$ cat src/rtl/reg_access_ctrl.sv
// Byte-framed register access controller: AA/BB command, address, data bytes in;
// register write/read strobes out and two-byte read responses to a transmitter.
module reg_access_ctrl #(
    parameter int WIDTH         = 16,
    parameter int DEPTH         = 8,
    parameter int ADDRESS_WIDTH = 4,
    parameter int RD_TIMEOUT    = 8
) (
    input  logic                     CLK,
    input  logic                     RST,
    input  logic [7:0]               RX_P_DATA,
    input  logic                     RX_D_VLD,
    output logic [WIDTH-1:0]         WrData,
    output logic [ADDRESS_WIDTH-1:0] Address,
    output logic                     WrEn,
    output logic                     RdEn,
    input  logic [WIDTH-1:0]         RdData,
    input  logic                     RdData_Valid,
    output logic [7:0]               TX_P_DATA,
    output logic                     TX_D_VLD,
    input  logic                     TX_Busy,
    output logic                     Err
);
    localparam logic [3:0] IDLE     = 4'd0;
    localparam logic [3:0] CMD_ADDR = 4'd1;
    localparam logic [3:0] DATA_LO  = 4'd2;
    localparam logic [3:0] DATA_HI  = 4'd3;
    localparam logic [3:0] WRITE    = 4'd4;
    localparam logic [3:0] READ     = 4'd5;
    localparam logic [3:0] WAIT_RD  = 4'd6;
    localparam logic [3:0] TX_LO    = 4'd7;
    localparam logic [3:0] TX_HI    = 4'd8;

    localparam int         TW      = $clog2(RD_TIMEOUT + 1);
    localparam logic [8:0] DEPTH_B = 9'(DEPTH);

    logic [3:0]       state;
    logic             is_wr;
    logic             addr_ok;
    logic [WIDTH-1:0] rd_cap;
    logic [TW-1:0]    to_cnt;
    logic             addr_in_range;

    // The whole received byte is range-checked, not just the bits kept in Address.
    assign addr_in_range = {1'b0, RX_P_DATA} < DEPTH_B;

    always_ff @(posedge CLK) begin
        if (RST) begin
            state     <= IDLE;
            is_wr     <= 1'b0;
            addr_ok   <= 1'b0;
            rd_cap    <= '0;
            to_cnt    <= '0;
            WrData    <= '0;
            Address   <= '0;
            WrEn      <= 1'b0;
            RdEn      <= 1'b0;
            TX_P_DATA <= '0;
            TX_D_VLD  <= 1'b0;
            Err       <= 1'b0;
        end else begin
            WrEn     <= 1'b0;
            RdEn     <= 1'b0;
            TX_D_VLD <= 1'b0;
            Err      <= 1'b0;
            case (state)
                IDLE: if (RX_D_VLD) begin
                    if (RX_P_DATA == 8'hAA) begin
                        is_wr <= 1'b1;
                        state <= CMD_ADDR;
                    end else if (RX_P_DATA == 8'hBB) begin
                        is_wr <= 1'b0;
                        state <= CMD_ADDR;
                    end else begin
                        Err <= 1'b1;
                    end
                end
                CMD_ADDR: if (RX_D_VLD) begin
                    Address <= RX_P_DATA[ADDRESS_WIDTH-1:0];
                    addr_ok <= addr_in_range;
                    if (is_wr) begin
                        state <= DATA_LO;
                    end else begin
                        RdEn  <= addr_in_range;
                        Err   <= !addr_in_range;
                        state <= READ;
                    end
                end
                DATA_LO: if (RX_D_VLD) begin
                    WrData[7:0] <= RX_P_DATA;
                    state       <= DATA_HI;
                end
                DATA_HI: if (RX_D_VLD) begin
                    WrData[15:8] <= RX_P_DATA;
                    WrEn         <= addr_ok;
                    Err          <= !addr_ok;
                    state        <= WRITE;
                end
                WRITE: state <= IDLE;
                READ: begin
                    to_cnt <= TW'(1);
                    state  <= addr_ok ? WAIT_RD : IDLE;
                end
                // to_cnt counts cycles since RdEn, so Err lands RD_TIMEOUT cycles after it.
                WAIT_RD: begin
                    if (RdData_Valid) begin
                        rd_cap <= RdData;
                        state  <= TX_LO;
                    end else if (to_cnt >= TW'(RD_TIMEOUT - 1)) begin
                        Err   <= 1'b1;
                        state <= IDLE;
                    end else begin
                        to_cnt <= to_cnt + 1'b1;
                    end
                end
                TX_LO: if (!TX_Busy) begin
                    TX_P_DATA <= rd_cap[7:0];
                    TX_D_VLD  <= 1'b1;
                    state     <= TX_HI;
                end
                // TX_Busy only rises the cycle after the strobe, so skip the strobe cycle.
                TX_HI: if (!TX_Busy && !TX_D_VLD) begin
                    TX_P_DATA <= rd_cap[15:8];
                    TX_D_VLD  <= 1'b1;
                    state     <= IDLE;
                end
                default: state <= IDLE;
            endcase
        end
    end
endmodule

$ cat config.mk
export PLATFORM = sky130hd
export DESIGN_NAME = reg_access_ctrl
export DESIGN_NICKNAME = d
export VERILOG_FILES = /design/src/rtl/reg_access_ctrl.sv
export SDC_FILE = /design/constraint.sdc
export NUM_CORES = 1
export LEC_CHECK = 0
export CAP_MARGIN = 10
export CELL_PAD_IN_SITES_DETAIL_PLACEMENT = 0
export CELL_PAD_IN_SITES_GLOBAL_PLACEMENT = 1
export CORE_ASPECT_RATIO = 1.25
export CORE_MARGIN = 1.5
export CORE_UTILIZATION = 40
export CTS_BUF_LIST = sky130_fd_sc_hd__clkbuf_4
export DETAILED_ROUTE_END_ITERATION = 10
export GPL_ROUTABILITY_DRIVEN = 0
export PLACE_DENSITY_LB_ADDON = 0.1
export SYNTH_ARGS = -nofsm -noshare
export SYNTH_HDL_FRONTEND = slang
export SYNTH_SLANG_ARGS = --single-unit
$ cat constraint.sdc
create_clock -name CLK -period 5.5 [get_ports CLK]
set_clock_uncertainty 0.1 [all_clocks]
set_input_delay 1.1 -clock CLK [delete_from_list [all_inputs] [get_ports CLK]]
set_output_delay 1.1 -clock CLK [all_outputs]
set_load 0.05 [all_outputs]
**Run 1: signal wires by layer**

Scale: 4 px per um.
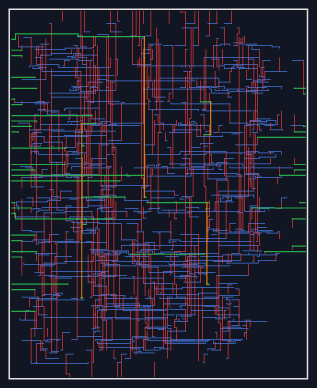
legend:
  green:
    layer: met3
    wire_length: 370 um
  orange:
    layer: met4
    wire_length: 112 um
  blue:
    layer: met1
    wire_length: 2590 um
  red:
    layer: met2
    wire_length: 2790 um

**Run 1: sequential cells grouped by signal name**

Scale: 3 px per um. Other sequential cells in the stronger gray, the rest of the logic in the fainter gray.
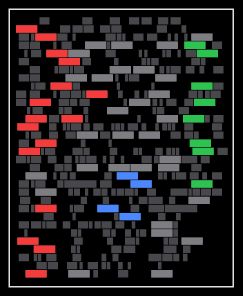
legend:
  blue:
    name_in_the_netlist: state
    sequential_cells: 4
  red:
    name_in_the_netlist: WrData
    sequential_cells: 16
  green:
    name_in_the_netlist: TX_P_DATA
    sequential_cells: 8

**Run 1: clock wiring as the flow saved it**

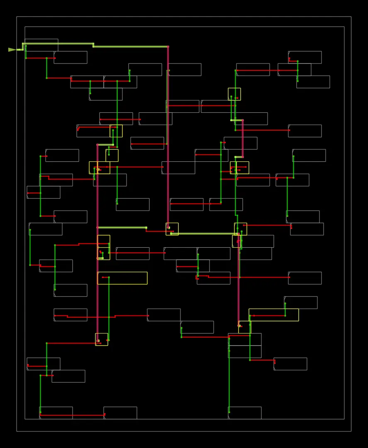
TritonCTS Buffers: 9
flop count: 58

run 1: cell usage after synthesis (all sizes together), types with 2 or more instances:
library cell  number  area share (%)
nand2b             2            0.49
and3               2            0.69
nand4b             3             1.0
nor2b              4            0.99
a211oi             2            0.59
or3                2            0.49
nor3               5            0.99
a31oi              4            0.99
nand3b             2            0.59
buf                6             2.2
mux2i             31              12
a311oi             9             3.4
inv                4            0.59
and4b              2            0.79
nor2              29             4.3
clkbuf            15             2.2
nor4b              2            0.94
a21oi             30             6.1
nor4               2            0.49
dfxtp             58              46
o21ai              4             1.2
nand2             39             5.8
run 1: routing by layer:
metal	up-vias	track usage (%)
met2	51	29.5
met4	0	9.26
met3	11	5.93
met5	-	0
met1	971	23.4
li1	1093	-
run 1: report_power, final:
part           internal (mW)  switching (mW)
logic                  0.111           0.133
registers              0.444          0.0509
clock network          0.187           0.156
total                  0.742           0.340
run 1: cell type report:
cell class | instances | area [um^2]
clock buffer | 10 | 75.1
clock inverter | 6 | 81.3
fill | 625 | 2880
inverter | 4 | 15.0
multi-input combinational | 194 | 1250
sequential | 58 | 1160
tap | 85 | 106
timing repair buffer | 61 | 603
run 1: cell families after synthesis:
group / Yosys count / synth area share [%]
buf+inv: 25 / 4.98
compound gates: 56 / 14.7
simple gates: 105 / 21.4
mux: 31 / 12.2
xor+xnor: 1 / 0.346
fa+ha+maj: 1 / 0.494
flops: 58 / 45.8
run 1: worst paths after layout:
check | from | end | slack (ps) | cells past startpoint
max | TX_D_VLD | TX_D_VLD | 2690 | 1
min | rd_cap[8] | rd_cap[8] | 360 | 2
max reg2reg | state[3] | state[1] | 3200 | 4
min reg2reg | rd_cap[8] | rd_cap[8] | 360 | 2
==> ci_impl_report.md, run 1 <==
## PnR job results

| Metric | Value |
|---|---|
| RSZ-0062 raised after global routing | `false` |
| CP required | `roughly 4300 ps` |
| Max VDD drop | `slightly above 0.2 mV` |
| Post_cts resized | `0` |
| P per Cell Area | `approximately 330 nW/um^2` |
| CP peak stage delay | `around 830 ps` |
| Dpl cells | `between 400 and 500` |
| Largest regs | `WrData (16), rd_cap (16), TX_P_DATA (8)` |
| Final #Nets | `about 360` |
| Max layer used | `met4` |
| Worst-path fanout max | `3` |
| Setup_tns | `0 ps` |
| Antenna violations before repair | `0` |
| Unique cell types | `48` |
| Die Height | `92.0 um` |
| Period minus WS final | `2810 ps` |
| Post-Syn Area | `2530 um^2` |
| Area Overhead vs Synth | `29.8%` |
| Leak pwr | `between 1 and 1.5 nW` |
| Status | `finished clean` |
| Floorplan Nets | `between 300 and 400` |
**Run 1: gate families picked out**

Scale: 4 px per um.
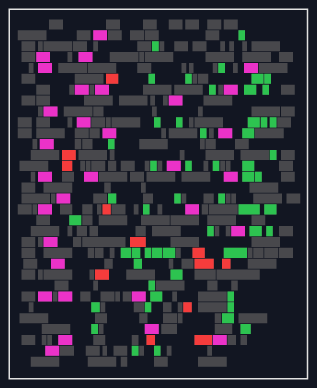

## Run 2: what changed since run 1
Settings changed: CORE_UTILIZATION 40 to 38.
Clock period 5.5 ns to 2.8 ns, I/O delays scaled along.
**Run 2: gate families picked out**

Scale: 4 px per um.
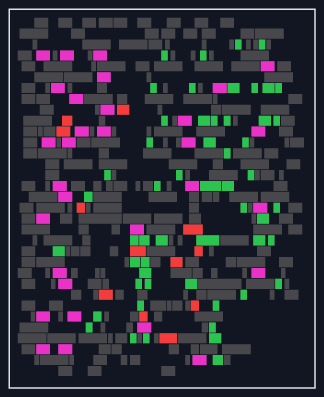
legend:
  red:
    family: AND and OR gates
    cells: 12
  green:
    family: inverting AOI/OAI gates
    cells: 54
    most_used: a21oi_1
  magenta:
    family: multiplexers
    cells: 31
    most_used: mux2i_1
    where: widely spread

**Run 2: sequential cells grouped by signal name**

Scale: 3 px per um. Other sequential cells in the stronger gray, the rest of the logic in the fainter gray.
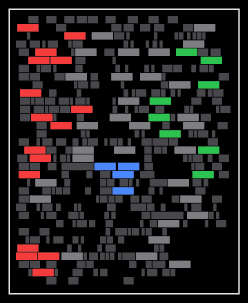
legend:
  blue:
    name_in_the_netlist: state
    sequential_cells: 4
    where: center
  red:
    name_in_the_netlist: WrData
    sequential_cells: 16
  green:
    name_in_the_netlist: TX_P_DATA
    sequential_cells: 8
not colored: 30

**Run 2: clock wiring as the flow saved it**

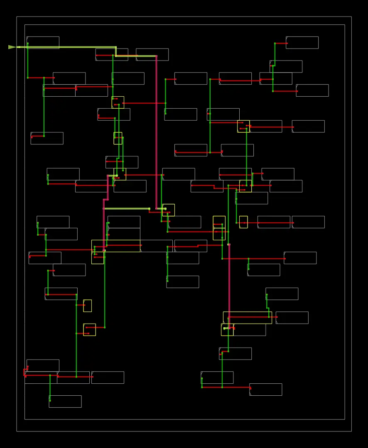
Clock Latency Late Sink: 380 ps
clkbuf count: 9

==> ci_impl_report.md, run 2 <==
## PnR job results

| Metric | Value |
|---|---|
| P per Cell Area | `635 nW/um^2 (+93%)` |
| Post-Syn Area | `2530 um^2 (unchanged)` |
| CP peak stage delay | `830 ps (about the same)` |
| Status | `finished clean` |
| RSZ-0062 raised after global routing | `false` |
| R2R setup slack | `660 ps (-2540 ps)` |
| Setup_tns | `0 ps (unchanged)` |
| Largest regs | `WrData (16), rd_cap (16), TX_P_DATA (8)` |
| Dpl cells | `411 (+2.5%)` |
| Reg2Reg Depth | `4 (unchanged)` |
| CP required | `2140 ps (-2160 ps)` |
| Fill cells | `667 (+6.7%)` |
| Antenna violations before repair | `0 (unchanged)` |
| Area share of the largest cell type after synthesis | `45.8% (unchanged)` |
| Final #Nets | `365 (+2.0%)` |
| Min-delay src | `rd_cap[6]` |
| Biggest area cells | `dfxtp_1 (46%), mux2i_1 (12%), nand2_1 (5.8%)` |
| Hold depth | `2 (unchanged)` |
| Floorplan Nets | `307 (unchanged)` |
| Synth area leader | `dfxtp_1` |
| Flop area | `1160 um^2 (unchanged)` |
| Most frequent cells after synthesis | `dfxtp_1 (58), nand2_1 (39), mux2i_1 (31)` |
run 2: cell counts after synthesis:
Identical to the previous run, type by type.
run 2: final cells by class:
class,instances,area share (%)
Tap cell,87,3.26
Inverter,4,0.450
Clock buffer,9,2.02
Sequential cell,58,34.8
Multi-Input combinational cell,194,37.4
Timing Repair Buffer,68,19.6
Clock inverter,6,2.47
run 2: cell families after synthesis:
family / Yosys count / share of synthesized area [%]
AND/OR/NAND/NOR: 105 / 21.4
flip-flops: 58 / 45.8
AND-OR/OR-AND: 56 / 14.7
multiplexers: 31 / 12.2
buffers and inverters: 25 / 4.98
XOR/XNOR: 1 / 0.346
adder cells (fa/ha/maj): 1 / 0.494
run 2: worst max-delay path by stage:
| stage | from | to | slack, ps | cells past startpoint |
|---|---|---|---|---|
| finish | TX_D_VLD | TX_D_VLD | 520 | 1 |
| global route | TX_D_VLD | TX_D_VLD | 430 | 1 |
| CTS | TX_D_VLD | TX_D_VLD | 490 | 1 |
| detailed placement | RX_P_DATA[3] | state[0] | 250 | 5 |
| global placement | RX_P_DATA[3] | state[0] | 330 | 5 |
| floorplan | state[1] | TX_P_DATA[6] | 920 | 7 |
run 2: per-layer routing:
layer | up-vias | routed length [um] | track usage [%]
met4 | 0 | 117 | 10.2
met5 | - | 0 | 0
li1 | 1109 | - | -
met3 | 11 | 243 | 3.88
met1 | 990 | 2670 | 19.2
met2 | 51 | 2910 | 30.3
run 2: power breakdown:
part	leakage (nW)	internal (mW)	switching [mW]
combinational	0.664	0.236	0.299
sequential	0.468	0.873	0.0651
clock	0.0816	0.353	0.295
total	1.21	1.46	0.658
run 2: through the flow:
stage               area [um^2]  worst slack, ps  hold slack (ps)
floorplan                  2530              924              336
global placement           3190              328              342
detailed placement         3190              253              346
CTS                        3340              492              359
global route               3340              432              371
finish                     3340              524              357
Power figures rest on the tool's default switching activity, not on a simulated workload.
